Fig. 1: run 1, routed clock nets over the placement
The bar under the picture is 20 µm long.
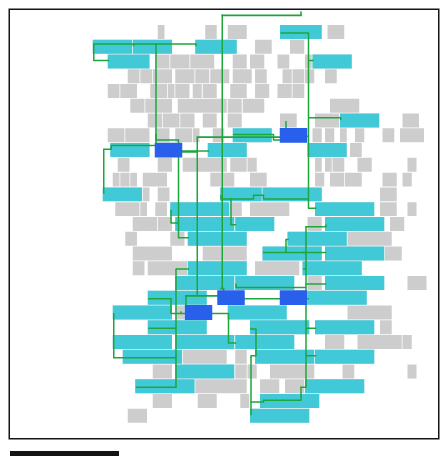
Fig. 2: run 1, routed metal, one colour a layer
The bar under the picture is 20 µm long.
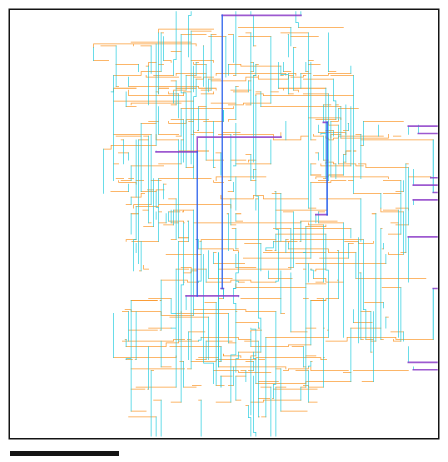
Fig. 3: run 1, sequential cells coloured by netlist name
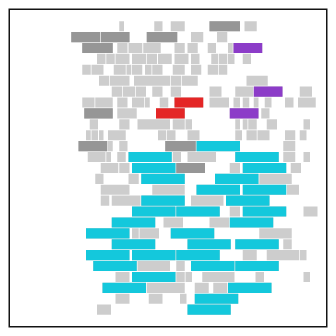
`src/rtl/input_port_buffer.sv`:
```
// Router input port: a DEPTH-entry flit FIFO plus a three-state control FSM
// that computes the XY route of the head flit and requests the switch arbiter.
module input_port_buffer #(
  parameter int              DATA_WIDTH = 8,
  parameter int              N_REGISTER = 3,
  parameter int              DEPTH      = 4,
  parameter logic [1:0]      X_ADDR     = 2'd1,
  parameter logic [1:0]      Y_ADDR     = 2'd1
) (
  input  logic                  clk,
  input  logic                  rst,
  input  logic [DATA_WIDTH-1:0] in_data,
  input  logic                  in_valid,
  output logic                  in_ready,
  output logic [DATA_WIDTH-1:0] out_data,
  output logic [N_REGISTER-1:0] request,
  input  logic                  grant
);

  localparam int PTR_W = $clog2(DEPTH);
  localparam int CNT_W = $clog2(DEPTH + 1);
  localparam logic [CNT_W-1:0] FULL_CNT = CNT_W'(DEPTH);

  localparam logic [N_REGISTER-1:0] CODE_L = N_REGISTER'(1);
  localparam logic [N_REGISTER-1:0] CODE_N = N_REGISTER'(2);
  localparam logic [N_REGISTER-1:0] CODE_E = N_REGISTER'(3);
  localparam logic [N_REGISTER-1:0] CODE_S = N_REGISTER'(4);
  localparam logic [N_REGISTER-1:0] CODE_W = N_REGISTER'(5);

  typedef enum logic [1:0] {
    EMPTY,
    ROUTE,
    REQ
  } state_t;

  state_t                  state, state_next;
  logic [DATA_WIDTH-1:0]   mem [DEPTH];
  logic [PTR_W-1:0]        wr_ptr, rd_ptr;
  logic [CNT_W-1:0]        count, count_next;
  logic [N_REGISTER-1:0]   route_q, route_next;
  logic [DATA_WIDTH-1:0]   head;
  logic [3:0]              head_dest;
  logic                    push, pop;

  // Dimension-ordered routing: resolve X first, then Y, else deliver locally.
  function automatic logic [N_REGISTER-1:0] xy_route(input logic [3:0] dest);
    logic [1:0] dx;
    logic [1:0] dy;
    dx = dest[3:2];
    dy = dest[1:0];
    if (dx > X_ADDR)      return CODE_E;
    else if (dx < X_ADDR) return CODE_W;
    else if (dy > Y_ADDR) return CODE_N;
    else if (dy < Y_ADDR) return CODE_S;
    else                  return CODE_L;
  endfunction

  assign head      = mem[rd_ptr];
  assign head_dest = head[7:4];

  // Reset forces the idle-looking outputs even before the reset edge lands.
  always_comb begin
    in_ready = (count < FULL_CNT) || !rst;
    push     = in_valid && (count < FULL_CNT) && rst;
    pop      = (state == REQ) && grant && rst;
    request  = '0;
    out_data = '0;
    if (state == REQ && rst) begin
      request  = route_q;
      out_data = head;
    end
  end

  always_comb begin
    count_next = count;
    unique case ({push, pop})
      2'b10:   count_next = count + CNT_W'(1);
      2'b01:   count_next = count - CNT_W'(1);
      default: count_next = count;
    endcase
  end

  always_comb begin
    state_next = state;
    route_next = route_q;
    unique case (state)
      EMPTY: begin
        if (count != '0) state_next = ROUTE;
      end
      ROUTE: begin
        route_next = xy_route(head_dest);
        state_next = REQ;
      end
      REQ: begin
        if (grant) state_next = (count_next != '0) ? ROUTE : EMPTY;
      end
      default: state_next = EMPTY;
    endcase
  end

  always_ff @(posedge clk) begin
    if (!rst) begin
      state   <= EMPTY;
      count   <= '0;
      wr_ptr  <= '0;
      rd_ptr  <= '0;
      route_q <= '0;
    end else begin
      state   <= state_next;
      count   <= count_next;
      route_q <= route_next;
      if (push) wr_ptr <= wr_ptr + PTR_W'(1);
      if (pop)  rd_ptr <= rd_ptr + PTR_W'(1);
    end
  end

  // Storage needs no reset; occupancy is tracked solely by count.
  always_ff @(posedge clk) begin
    if (push) mem[wr_ptr] <= in_data;
  end

endmodule

```
`config.mk`:
```
export PLATFORM = sky130hd
export DESIGN_NAME = input_port_buffer
export DESIGN_NICKNAME = d
export VERILOG_FILES = /design/src/rtl/input_port_buffer.sv
export SDC_FILE = /design/constraint.sdc
export NUM_CORES = 1
export LEC_CHECK = 0
export CAP_MARGIN = 30
export CELL_PAD_IN_SITES_DETAIL_PLACEMENT = 0
export CELL_PAD_IN_SITES_GLOBAL_PLACEMENT = 2
export CORE_MARGIN = 2
export CORE_UTILIZATION = 35
export DETAILED_ROUTE_END_ITERATION = 10
export PLACE_DENSITY = 0.83
export SLEW_MARGIN = 30
export SYNTH_ARGS = -nofsm -noshare
export SYNTH_HDL_FRONTEND = slang
export SYNTH_SLANG_ARGS = --single-unit
```
`constraint.sdc`:
```
create_clock -name clk -period 1.85 [get_ports clk]
set_input_delay 0.185 -clock clk [delete_from_list [all_inputs] [get_ports clk]]
set_output_delay 0.185 -clock clk [all_outputs]
set_load 0.01 [all_outputs]
```
==> results_dict.tcl, run 1 <==
# flow metrics
set metrics [dict create \
    synthSimpleGateAreaFrac_pct 15.1 \
    ys_types 29 \
    ys_sh_adder_pct 4.21 \
    ff_type "edfxtp_1" \
    status "finished clean" \
    rsz0062_at_grt "true" \
    fin_area_mm2 0.00257 \
    fin_nets 199 \
    inv_count 3 \
    place_ws_ns -0.398 \
    dominant_cells "sequential cells" \
    clock_path_buffers 2 \
    hpwlAfterDp_um 2590 \
    antenna_found_initial 0 \
    slew_violations 0 \
    aoi_share_pct 2.30 \
    ir_worst_vdd_v 0.000331 \
    top_cell "edfxtp_1" \
    cts_tree "done" \
    seq_power_share_pct 58.4 \
]
Back to the opening pictures, Fig. 1:
clock wires -> green  # length 510 µm
clock drivers -> blue  # count 5
flip-flops -> cyan  # count 46
routed clock nets = 6
Worst Skew: 0.00643 ns
Power Clock: 599 µW
clk latency late pin: 0.29 ns
clock network fraction of total power: 29.9%

Back to the opening pictures, Fig. 2:
metal 4 -> blue  # wire length 93.8 µm
metal 1 -> orange  # wire length 1,570 µm
metal 3 -> purple  # wire length 87.8 µm
metal 2 -> cyan  # wire length 1,890 µm
Wirelength per Cell: 14.3 µm
drt total wl: 3640 µm
overall routing resource usage: 12.7%

Back to the opening pictures, Fig. 3:
route_q -> purple  # flops 3
mem -> cyan  # flops 32
rd_ptr -> red  # flops 2
not coloured = 9
final core utilization: 47.1%
Reg area: 0.00125 mm²
seq pwr: 1170 µW
flop share of the area: 48.4%

==> inputs of run 2 (changes only) <==
==> constraint.sdc (replaced) <==
create_clock -name clk -period 1.85 [get_ports clk]
set_input_delay 0.37 -clock clk [delete_from_list [all_inputs] [get_ports clk]]
set_output_delay 0.37 -clock clk [all_outputs]
set_load 0.01 [all_outputs]
Fig. 4: run 2, pin map
Pins as bars across the die edge, other pins in grey.
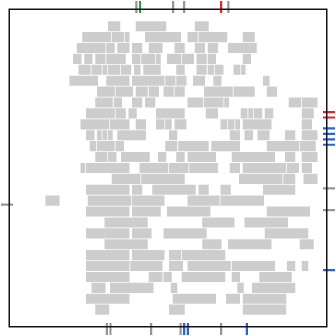
request -> red  # pins 3, direction output, edge 2 right, 1 top
out_data -> blue  # pins 8, direction output, edge 5 right, 3 bottom
in_ready -> green  # pins 1, direction output, edge top
port bufs: 23
die y size: 78.8 µm
die x size: 78.8 µm

==> run 2 against run 1 <==
Net effect: the run now ends with setup timing left; critical path depth decreased by 6; first-iteration DRC count up 16%; synthesized cell count unchanged; core utilization grew 1.9 points; combinational power up 11%; clock power grew 5.2%; critical path type is now register to primary output.
==> results_dict.tcl, run 2 <==
# flow metrics
set metrics [dict create \
    status "complete, but fails checks" \
    violations "setup timing" \
    aoi_share_pct 2.30 \
    postLayoutCoreUtil_pct 49.0 \
    ys_types 29 \
    place_ws_ns -0.537 \
    clock_latency_ns 0.30 \
    inv_count 3 \
    hold_start "route_q[2]" \
    dr_total_vias 1198 \
    yosysSeqAreaShare_pct 63.3 \
    dominant_cells "sequential cells" \
    rsz0062_at_grt "true" \
    pg_comb_uw 260 \
    wl_per_cell_um 14.2 \
    post-cts-setup-buffers 5 \
    path_clk_slew_ns 0.09 \
    fin_ws_ns -0.107 \
    comb_power_share_pct 12.6 \
    pg_clk_uw 630 \
    finalSetupViolCount 10 \
    drt-total-wl_um 3700 \
    top_cell "edfxtp_1" \
    slew_violations 0 \
    seq_area_mm2 0.00124 \
    yosys-stat-cells 130 \
    ir_worst_vdd_v 0.000352 \
    cts.sinks 46 \
    seq_cell_power_uw 1170 \
    ys_sh_xor_pct 2.68 \
    grtUsageTotal_pct 13.3 \
    fin_area_mm2 0.00268 \
    crit_cells 4 \
    wl_met3_um 86 \
    cts_tree "done" \
    antenna_found_initial 0 \
    clock-root-buffer "clkbuf_8" \
    drt_iter0_markers 57 \
    seq_area_share_pct 46.4 \
    synth-seq-cells 46 \
    synthSimpleGateAreaFrac_pct 15.1 \
    max-slew-margin-rel_pct 82.3 \
    clock_skew_ns 0.00650 \
]
==> inputs of run 3 (changes only) <==
- PLACE_DENSITY: 0.83 -> 0.74
- SLEW_MARGIN: 30 -> unset
Fig. 5: run 3, pin map
Pins as bars across the die edge, other pins in grey.
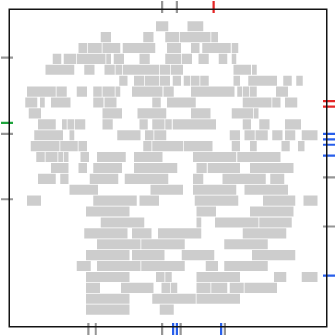
out_data -> blue  # pins 8, direction output, edge 5 right, 3 bottom
in_ready -> green  # pins 1, direction output, edge left
request -> red  # pins 3, direction output, edge 2 right, 1 top
all pins by edge = 9 right, 8 bottom, 4 left, 3 top

==> run 3 against run 2 <==
Net effect: synthesized area is the same; the run still ends with setup timing left; via count down 3.7%; hold slack improved by 0.0033 ns; critical endpoint unchanged; wire length down 5.1%; clock skew is 0.0036 ns lower; maximum frequency is 0.37% higher; clock power grew 15%.
==> results_dict.tcl, run 3 <==
# flow metrics
set metrics [dict create \
    dominant_cells "sequential cells" \
    p_sw_uw 444 \
    slew_violations 0 \
    ys_sh_xor_pct 2.68 \
    dr_total_vias 1154 \
    clock_path_buffers 2 \
    finalSetupViolCount 10 \
    swShare_pct 20.8 \
    ys_sh_adder_pct 4.21 \
    synthSimpleGateAreaFrac_pct 15.1 \
    place_ws_ns -0.553 \
    hpwlAfterDp_um 2480 \
    numPortBuffers 23 \
    cts_tree "done" \
    regMostFlops "mem" \
    path_clk_slew_ns 0.08 \
    ys_types 29 \
    die_w_um 78.8 \
    seq_cell_power_uw 1170 \
    yosys-stat-cells 130 \
    hold_start "route_q[2]" \
    p_leak_uw 0.00101 \
    status "complete, but fails checks" \
    drt_iter0_markers 39 \
    wl_per_cell_um 13.7 \
    clock_latency_ns 0.29 \
    ir_worst_vdd_v 0.000278 \
    fin_area_mm2 0.00265 \
    violations "setup timing" \
    pg_clk_uw 722 \
    yosysSeqAreaShare_pct 63.3 \
    top_cell "edfxtp_1" \
    rsz0062_at_grt "true" \
    pg_comb_uw 245 \
    seq_area_share_pct 46.9 \
    comb_power_share_pct 11.5 \
    antenna_found_initial 0 \
    fin_nets 201 \
    cts.sinks 46 \
    pwr-share-clk_pct 33.9 \
    clock_skew_ns 0.00291 \
    aoi_share_pct 2.30 \
    die_h_um 78.8 \
    clock-root-buffer "clkbuf_8" \
    seq_power_share_pct 54.6 \
    drt-total-wl_um 3510 \
    fin_ws_ns -0.0997 \
]
Power and IR drop assume default switching activity.
